==> config.mk <==
export PLATFORM = sky130hd
export DESIGN_NAME = bin_erosion_linebuf_ctrl
export DESIGN_NICKNAME = d
export VERILOG_FILES = /design/src/rtl/bin_erosion_linebuf_ctrl.sv
export SDC_FILE = /design/constraint.sdc
export NUM_CORES = 1
export LEC_CHECK = 0
export ABC_AREA = 1
export CAP_MARGIN = 0
export CORE_ASPECT_RATIO = 1.1
export CORE_MARGIN = 5
export CORE_UTILIZATION = 53
export DETAILED_ROUTE_END_ITERATION = 10
export PLACE_DENSITY = 0.89
export SYNTH_ARGS = -nofsm -noshare
export SYNTH_HDL_FRONTEND = slang
export SYNTH_SLANG_ARGS = --single-unit
==> constraint.sdc <==
create_clock -name clk -period 2.1 [get_ports clk]
set_input_delay 0.42 -clock clk [delete_from_list [all_inputs] [get_ports clk]]
set_output_delay 0.42 -clock clk [all_outputs]
set_load 0.01 [all_outputs]
**Cell area per tile**

Bar = 20 um. The die is cut into 8 by 8 equal tiles; black is low, pale yellow is high, 0 to 100% covered.
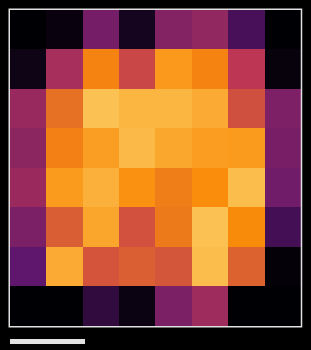
nearly empty tiles: 11%
fullest tile: 87%
mean over tiles: 49%
tiles over 75% full: 30%
densest ninth of the die: centre
core footprint: 4932 um2
Core Density at Floorplan: 0.5348
Util after Layout: 0.6606

**Congestion heat map**

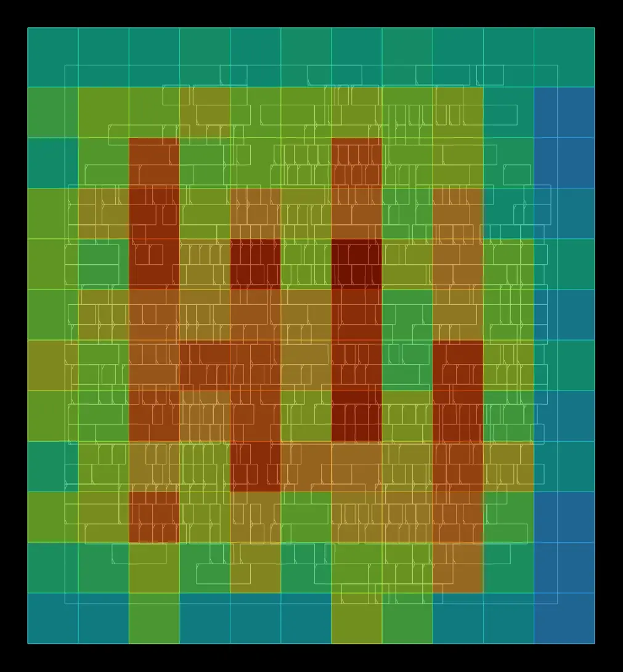
M2 GR Usage: 0.3553
per-cell routed wire length: 12.54 um
GRT Resource Usage Total: 0.2030
most used routing layer in global routing: met2

**Placement by cell class**

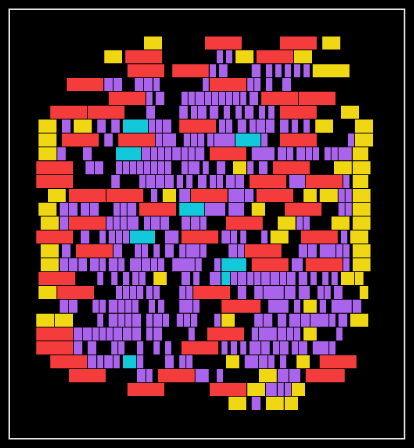
legend:
  flops:
    colour: red
    cells: 54
    share_of_their_area: 34%
  clock drivers and dummy loads:
    colour: cyan
    cells: 8
    share_of_their_area: 3.0%
  combinational and other logic:
    colour: purple
    cells: 319
    share_of_their_area: 47%
  other buffers and delay cells:
    colour: yellow
    cells: 56
    share_of_their_area: 16%
post-route design area: 3258 um2
Row Count: 27

**Nets reached from selected ports**

Bar = 20 um.
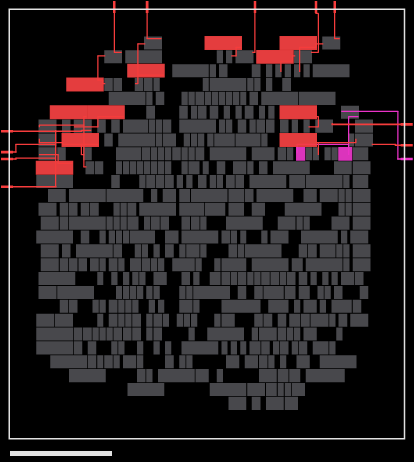
legend:
  in_pix:
    colour: magenta
    bits: 1
    direction: input
    end_cells: 2
    wire: 42.2 um
  out_x:
    colour: red
    bits: 11
    direction: output
    end_cells: 11
    wire: 228 um
number of top-level pins: 43
count of input and output buffers: 42

**Power grid**

Bar = 20 um. Pins as bars on the die edge.
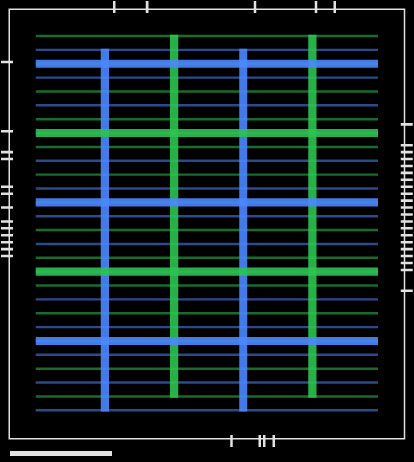
legend:
  VSS:
    colour: blue
  VDD:
    colour: green
rows: 27
met5 straps: 5
maximum vdd ir drop: 423.1 uV
Die H: 83.99 um
horizontal die dimension: 77.26 um

==> results.md <==
| Metric | Value |
| --- | --- |
| Largest stage delay, worst path | 0.54 ns |
| Antenna-violating nets left | 0 |
| Classification of the worst setup path | primary input to output pin |
| Result of the run | complete, no violations |
| # Cells Yosys | 388 |
| Syn nets | 399 |
| Chip Area, Yosys | 2638 um2 |
| Heaviest power group | sequential cells |
| Setup slack of the worst register-to-register path | 0.33 ns |
| Met2 Routed Length | 2.946 mm |
| Adder-cell area share of the yosys netlist | 0.009488 |
| Clock buf count | 6 |
| Clock-pin transition on the worst setup and hold timing paths | 0.09 ns |
| Gate count of the mapped netlist | 388 |
| Xor and xnor fraction of the mapped netlist area | 0.003321 |
| Post-DP Area | 3168 um2 |
| Critical path's most frequent cell | sky130_fd_sc_hd__clkdlybuf4s50_1 |
| Part of the total power dissipated in combinational logic | 0.234 |
| Floorplan die area | 6489 um2 |
| Cell area after technology mapping | 2638 um2 |
| Final hold violation count | 0 |
Power and IR drop assume default switching activity.
